<file path="src/rtl/lcd_hd44780_rx.sv">
// HD44780 bus receiver: snoops the 8-bit LCD bus and keeps a
// 2x16 shadow of the display contents, cursor and on/off state.
module lcd_hd44780_rx #(
  parameter int SYNC_STAGES  = 2,
  parameter int CLEAR_CYCLES = 32
) (
  input  logic       clk,
  input  logic       reset,
  input  logic       lcd_rs,
  input  logic       lcd_e,
  input  logic [7:0] lcd_d,
  input  logic [4:0] rd_idx,
  output logic [7:0] rd_char,
  output logic [4:0] cursor_idx,
  output logic       display_on,
  output logic       busy,
  output logic       wr_pulse,
  output logic       overrun
);

  localparam int CW = $clog2(CLEAR_CYCLES + 1);
  localparam logic [CW-1:0] LAST = CW'(CLEAR_CYCLES - 1);
  localparam logic [CW-1:0] NCELL = CW'(32);

  typedef enum logic {IDLE, CLEAR} state_t;

  logic [SYNC_STAGES-1:0]      e_sync;
  logic [SYNC_STAGES-1:0]      rs_sync;
  logic [SYNC_STAGES-1:0][7:0] d_sync;
  logic                        e_dly;
  logic                        e_s;
  logic                        rs_s;
  logic [7:0]                  d_s;
  logic                        strobe;

  state_t        state, state_n;
  logic [CW-1:0] cnt, cnt_n;
  logic [4:0]    cursor_n;
  logic          id, id_n;
  logic          disp_n;
  logic          ovr_n;
  logic          wr_pulse_n;
  logic          init_pend;
  logic          we;
  logic [4:0]    wa;
  logic [7:0]    wd;
  logic [7:0]    mem [32];

  assign e_s    = e_sync[SYNC_STAGES-1];
  assign rs_s   = rs_sync[SYNC_STAGES-1];
  assign d_s    = d_sync[SYNC_STAGES-1];
  assign strobe = !e_s && e_dly;
  assign busy   = (state == CLEAR);

  // RS and D ride the same chain as E so they stay aligned with the strobe
  always_ff @(posedge clk) begin
    if (reset) begin
      e_sync  <= '0;
      rs_sync <= '0;
      d_sync  <= '0;
      e_dly   <= 1'b0;
    end else begin
      e_sync  <= {e_sync[SYNC_STAGES-2:0], lcd_e};
      rs_sync <= {rs_sync[SYNC_STAGES-2:0], lcd_rs};
      d_sync  <= {d_sync[SYNC_STAGES-2:0], lcd_d};
      e_dly   <= e_s;
    end
  end

  always_ff @(posedge clk) begin
    if (reset) begin
      state      <= IDLE;
      cnt        <= '0;
      cursor_idx <= 5'd0;
      id         <= 1'b1;
      display_on <= 1'b0;
      overrun    <= 1'b0;
      wr_pulse   <= 1'b0;
      init_pend  <= 1'b1;
    end else begin
      state      <= state_n;
      cnt        <= cnt_n;
      cursor_idx <= cursor_n;
      id         <= id_n;
      display_on <= disp_n;
      overrun    <= ovr_n;
      wr_pulse   <= wr_pulse_n;
      init_pend  <= 1'b0;
    end
  end

  always_comb begin
    state_n    = state;
    cnt_n      = cnt;
    cursor_n   = cursor_idx;
    id_n       = id;
    disp_n     = display_on;
    ovr_n      = overrun;
    wr_pulse_n = 1'b0;
    we         = 1'b0;
    wa         = cursor_idx;
    wd         = d_s;
    unique case (state)
      IDLE: begin
        if (init_pend) begin
          state_n = CLEAR;
          cnt_n   = '0;
        end else if (strobe && rs_s) begin
          we         = 1'b1;
          wr_pulse_n = 1'b1;
          cursor_n   = id ? cursor_idx + 5'd1 : cursor_idx - 5'd1;
        end else if (strobe) begin
          unique casez (d_s)
            8'b1???????: cursor_n = {d_s[6], d_s[3:0]};
            8'b01??????,
            8'b001?????,
            8'b0001????: ;
            8'b00001???: disp_n = d_s[2];
            8'b000001??: id_n = d_s[1];
            8'b0000001?: cursor_n = 5'd0;
            8'b00000001: begin
              state_n  = CLEAR;
              cnt_n    = '0;
              cursor_n = 5'd0;
              id_n     = 1'b1;
            end
            default: ;
          endcase
        end
      end
      CLEAR: begin
        if (cnt < NCELL) begin
          we = 1'b1;
          wa = cnt[4:0];
          wd = 8'h20;
        end
        if (strobe) ovr_n = 1'b1;
        if (cnt == LAST) state_n = IDLE;
        else cnt_n = cnt + 1'b1;
      end
      default: state_n = IDLE;
    endcase
  end

  always_ff @(posedge clk) begin
    if (we && !reset) mem[wa] <= wd;
  end

  always_ff @(posedge clk) begin
    if (reset) rd_char <= 8'h20;
    else rd_char <= mem[rd_idx];
  end

endmodule

</file>
<file path="config.mk">
export PLATFORM = sky130hd
export DESIGN_NAME = lcd_hd44780_rx
export DESIGN_NICKNAME = d
export VERILOG_FILES = /design/src/rtl/lcd_hd44780_rx.sv
export SDC_FILE = /design/constraint.sdc
export NUM_CORES = 1
export LEC_CHECK = 0
export CAP_MARGIN = 15
export CORE_MARGIN = 8
export CORE_UTILIZATION = 60
export DETAILED_ROUTE_END_ITERATION = 12
export GPL_ROUTABILITY_DRIVEN = 1
export HOLD_SLACK_MARGIN = 0.1
export PLACE_DENSITY = 0.84
export SLEW_MARGIN = 10
export SYNTH_ARGS = -nofsm -noshare
export SYNTH_HDL_FRONTEND = slang
export SYNTH_SLANG_ARGS = --single-unit
export TNS_END_PERCENT = 1
</file>
<file path="constraint.sdc">
create_clock -name clk -period 5.5 [get_ports clk]
set_input_delay 0.55 -clock clk [delete_from_list [all_inputs] [get_ports clk]]
set_output_delay 0.55 -clock clk [all_outputs]
set_load 0.05 [all_outputs]
</file>
Figure 1. Floorplan with the power grid (run 1).
The bar under the picture is 50 um long. Pins as bars on the die edge.
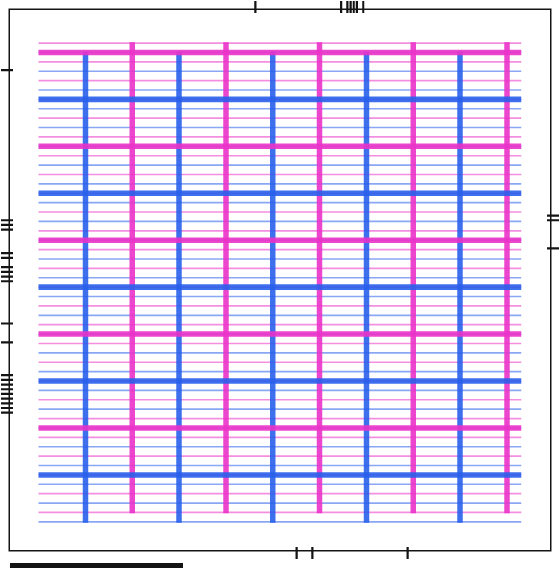
- VSS: blue
- VDD: magenta
- rows: 51
- met5 straps: 10
- signal pins: 34
- met1 rails: 52
Core Region: 0.0194 mm^2
maximum vdd drop: 0.300 mV
die x size: 156 um

Figure 2. Cell classes on the final placement (run 1).
The bar under the picture is 50 um long.
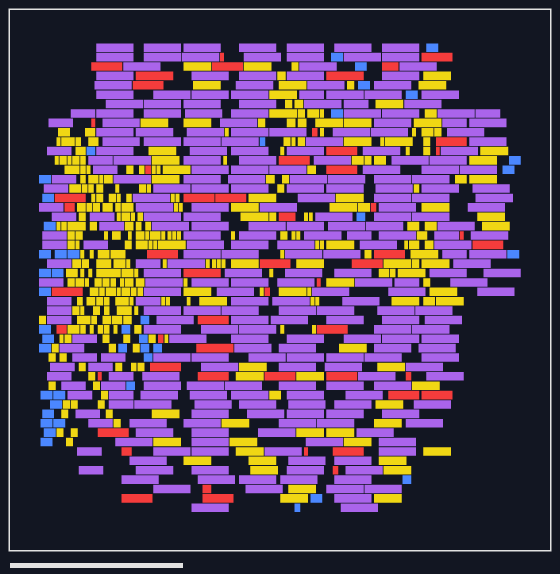
- remaining buffers and delay cells: blue (cells 43; share of their area 3.0%)
- clock drivers and dummy loads: red (cells 53; share of their area 7.5%)
- registers: purple (cells 302; share of their area 66%)
- remaining logic cells: yellow (cells 305; share of their area 23%)
sequential cell area share: 0.646
Final Cell Area: 0.0133 mm^2
Cell Rows: 51
Final Core Density: 0.687

Figure 3. Clock network drawn from the DEF (run 1).
The bar under the picture is 50 um long.
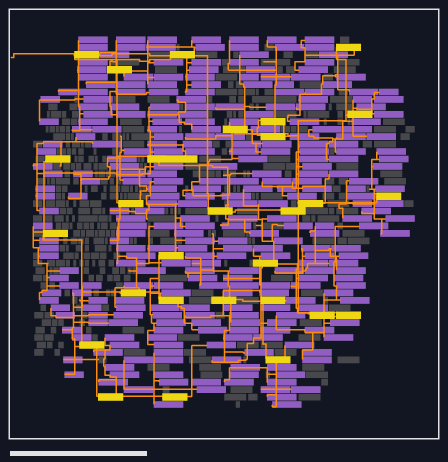
- clock-net drivers: yellow (count 29)
- flip-flops: purple (count 302)
- clock wires: orange (length 3040 um)
- flops lie: widely spread
clk latency late pin: 540 ps
clock network power: 0.00200 W
clock power share: 0.423
clk_skew: 11.9 ps

==> flow_metrics.tcl, run 1 <==
# flow metrics
set metrics [dict create \
    status "completed" \
    nets 703 \
    slowest_stage "nor2_1" \
    dr_wl_met2_mm 13.4 \
    numCtsBuffers 29 \
    mostFrequentLayoutCells "edfxtp_1 (256), mux4_2 (71), dfxtp_1 (46)" \
    common_cells "edfxtp_1 (256), mux4_2 (71), dfxtp_1 (46), nor2_1 (45), nor2b_1 (34)" \
    crit_arrival_ps 3400 \
    p_leak_nw 4.34 \
    grt_first_pass_wirelength_mm 39.0 \
    cts_resized 0 \
    synthAdderAreaFrac 0.00592 \
    period_used_share 0.590 \
    start_kind "register" \
    gr-usage-met3 0.0383 \
    whs_ps 438 \
    cts_hold_buf 0 \
    cts_setup_buffers 0 \
    power-top-group "sequential cells" \
    worst_pin_slew_ps 1110 \
    route.met3.wl_mm 2.14 \
    post-place-cells 915 \
    critical_path.max_fanout 22 \
    drtPass1Iterations 5 \
    min_period_ps 3240 \
    combPwrFrac 0.049 \
    antenna_left 0 \
    cts_buffer_depth 3 \
    fin_tns_setup_ps 0 \
    p_comb_w 0.000234 \
    antenna_cells 0 \
    cts_tree "done" \
    syn-cell-area_mm2 0.0118 \
    dr.max_layer_used "met4" \
    ys_sh_xor 0.000740 \
    vias 6222 \
    grt_util_met1 0.271 \
    path_delay_family "simple AND/OR/NAND/NOR gates" \
    p_per_area_mw_per_mm2 356 \
    place_area_mm2 0.0124 \
    yosys-stat-area_mm2 0.0118 \
    worstHoldStart "d_sync[0]" \
    p_int_w 0.00377 \
    rsz0062_at_grt "false" \
    top_usage_layer "met2" \
]
==> run 1: sequential cells by signal (all words and copies together), names as in the netlist <==
name	count
mem	256
d_s	8
d_sync	8
rd_char	8
cnt	6
cursor_idx	5
e_sync	2
rs_sync	2
busy	1
display_on	1
e_dly	1
id	1
init_pend	1
overrun	1
wr_pulse	1
==> run 1: stage by stage <==
stage	worst slack [ps]	util
floorplan	3010	-
global placement	2390	0.637
detailed placement	2290	0.637
CTS	2270	0.687
global route	2090	0.687
finish	2260	0.687
==> run 1: final cells by class <==
| class | instances | area, um^2 |
|---|---|---|
| clock buffers | 35 | 768 |
| clock inverters | 18 | 200 |
| fillers | 1229 | 6070 |
| inverters | 11 | 41.3 |
| multi-input cells | 294 | 2980 |
| flip-flops and latches | 302 | 8610 |
| well taps | 265 | 332 |
| repair buffers | 43 | 393 |
Figure 4. Cell outlines without signal wires (run 1).
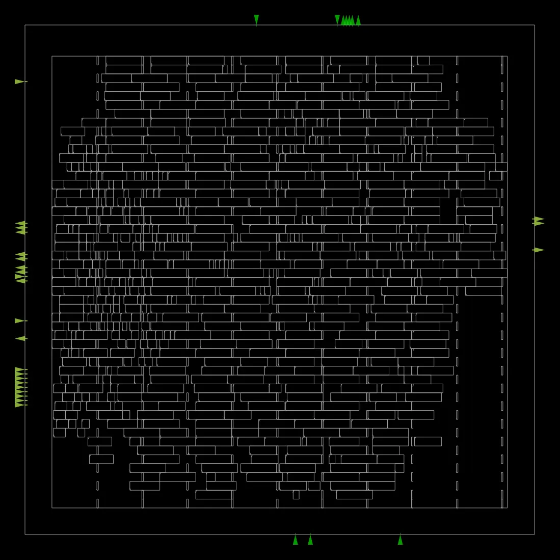

==> run 2: changes to the inputs <==
==> constraint.sdc (replaced) <==
create_clock -name clk -period 3.3 [get_ports clk]
set_input_delay 0.33 -clock clk [delete_from_list [all_inputs] [get_ports clk]]
set_output_delay 0.33 -clock clk [all_outputs]
set_load 0.05 [all_outputs]
Figure 5. Cell outlines without signal wires (run 2).
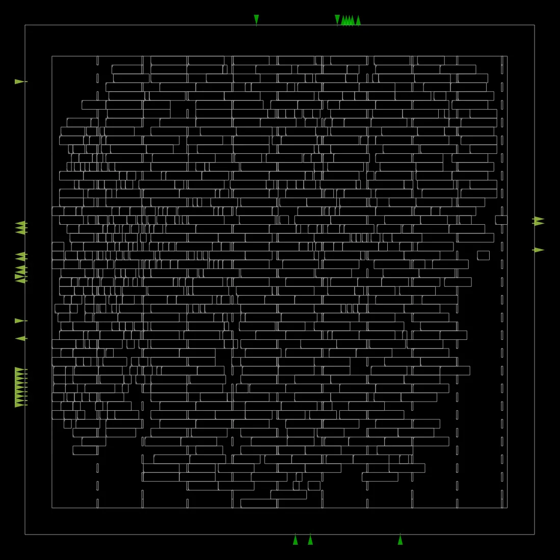
Final Core Density: 0.698
fillers: 1182
final std cells w/o fill: 997
tap cells: 265

Figure 6. Floorplan with the power grid (run 2).
The bar under the picture is 50 um long. Pins as bars on the die edge.
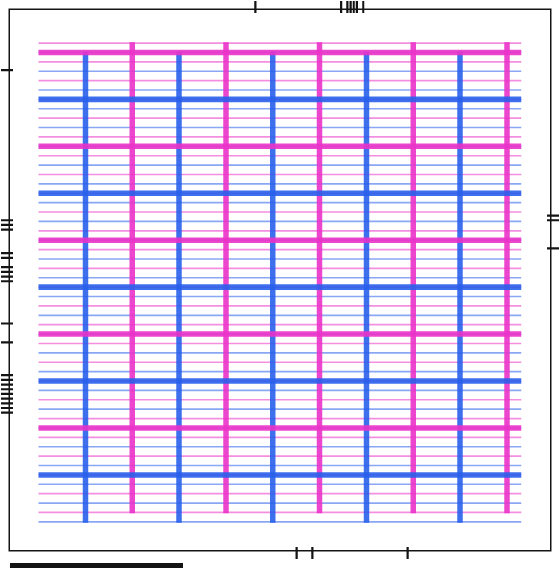
maximum vdd drop: 0.485 mV
Die Span Y: 156 um

==> run 2 against run 1 <==
Effect of this change: worst hold slack worse by 88 ps; global-route usage down 0.22 points; utilization up 1.1 points; critical path type unchanged; critical endpoint is now mem[26][6].
==> flow_metrics.tcl, run 2 <==
# flow metrics
set metrics [dict create \
    antenna_left 0 \
    sh_seq_area 0.636 \
    p_per_area_mw_per_mm2 578 \
    p_leak_nw 4.49 \
    p_comb_w 0.000396 \
    common_cells "edfxtp_1 (256), mux4_2 (71), dfxtp_1 (46), nor2_1 (45), nor2b_1 (34)" \
    start_kind "register" \
    largest_register_ffs 256 \
    combPwrFrac 0.051 \
    vias 6300 \
    worst_pin_slew_ps 853 \
    cts_setup_buffers 0 \
    comb_area_mm2 0.00298 \
    post-place-cells 946 \
    mostFrequentLayoutCells "edfxtp_1 (256), mux4_2 (71), dfxtp_1 (46)" \
    numCtsBuffers 28 \
    period_used_share 0.874 \
    rsz0062_at_grt "false" \
    cts_tree "done" \
    ys_sh_xor 0.000740 \
    min_period_ps 2880 \
    clock_area_frac 0.0687 \
    ff_latch_area_mm2 0.00861 \
    yosys-stat-area_mm2 0.0118 \
    largestClassByArea "registers" \
    status "completed" \
    sh_comb_area 0.221 \
    core_mm2 0.0194 \
    die_w_um 156 \
    gr-usage-met3 0.0370 \
]
Figure 7. Clock network drawn from the DEF (run 2).
The bar under the picture is 50 um long.
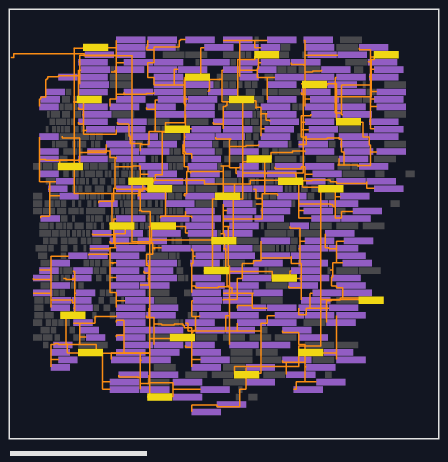
- clock wires: orange (length 3020 um)
- flip-flops: purple (count 302)
- clock-net drivers: yellow (count 28)
- routed clock nets: 29
clk latency late pin: 550 ps
clk_skew: 18.5 ps
clock power share: 0.416
clock network power: 0.00325 W

## run 2: cell counts after synthesis
No cell type changed its count.
## run 2: path summary, 6_finish.rpt
| check | start | to | slack (ps) | cells after the start |
|---|---|---|---|---|
| worst min-delay path | lcd_d[7] | d_sync[7] | 350 | 2 |
| worst max register to register | busy | mem[26][6] | 420 | 5 |
| worst min register to register | d_sync[5] | d_s[5] | 440 | 1 |
| worst max-delay path | busy | mem[26][6] | 420 | 5 |
## run 2: kinds of logic after synthesis
kind of cell,Yosys count
buffers and inverters,42
muxes,83
DFF,302
adders and majority gates,5
and+or+nand+nor,148
xor gates and xnor gates,1
AOI/OAI and AO/OA,57
Power and IR drop assume default switching activity.
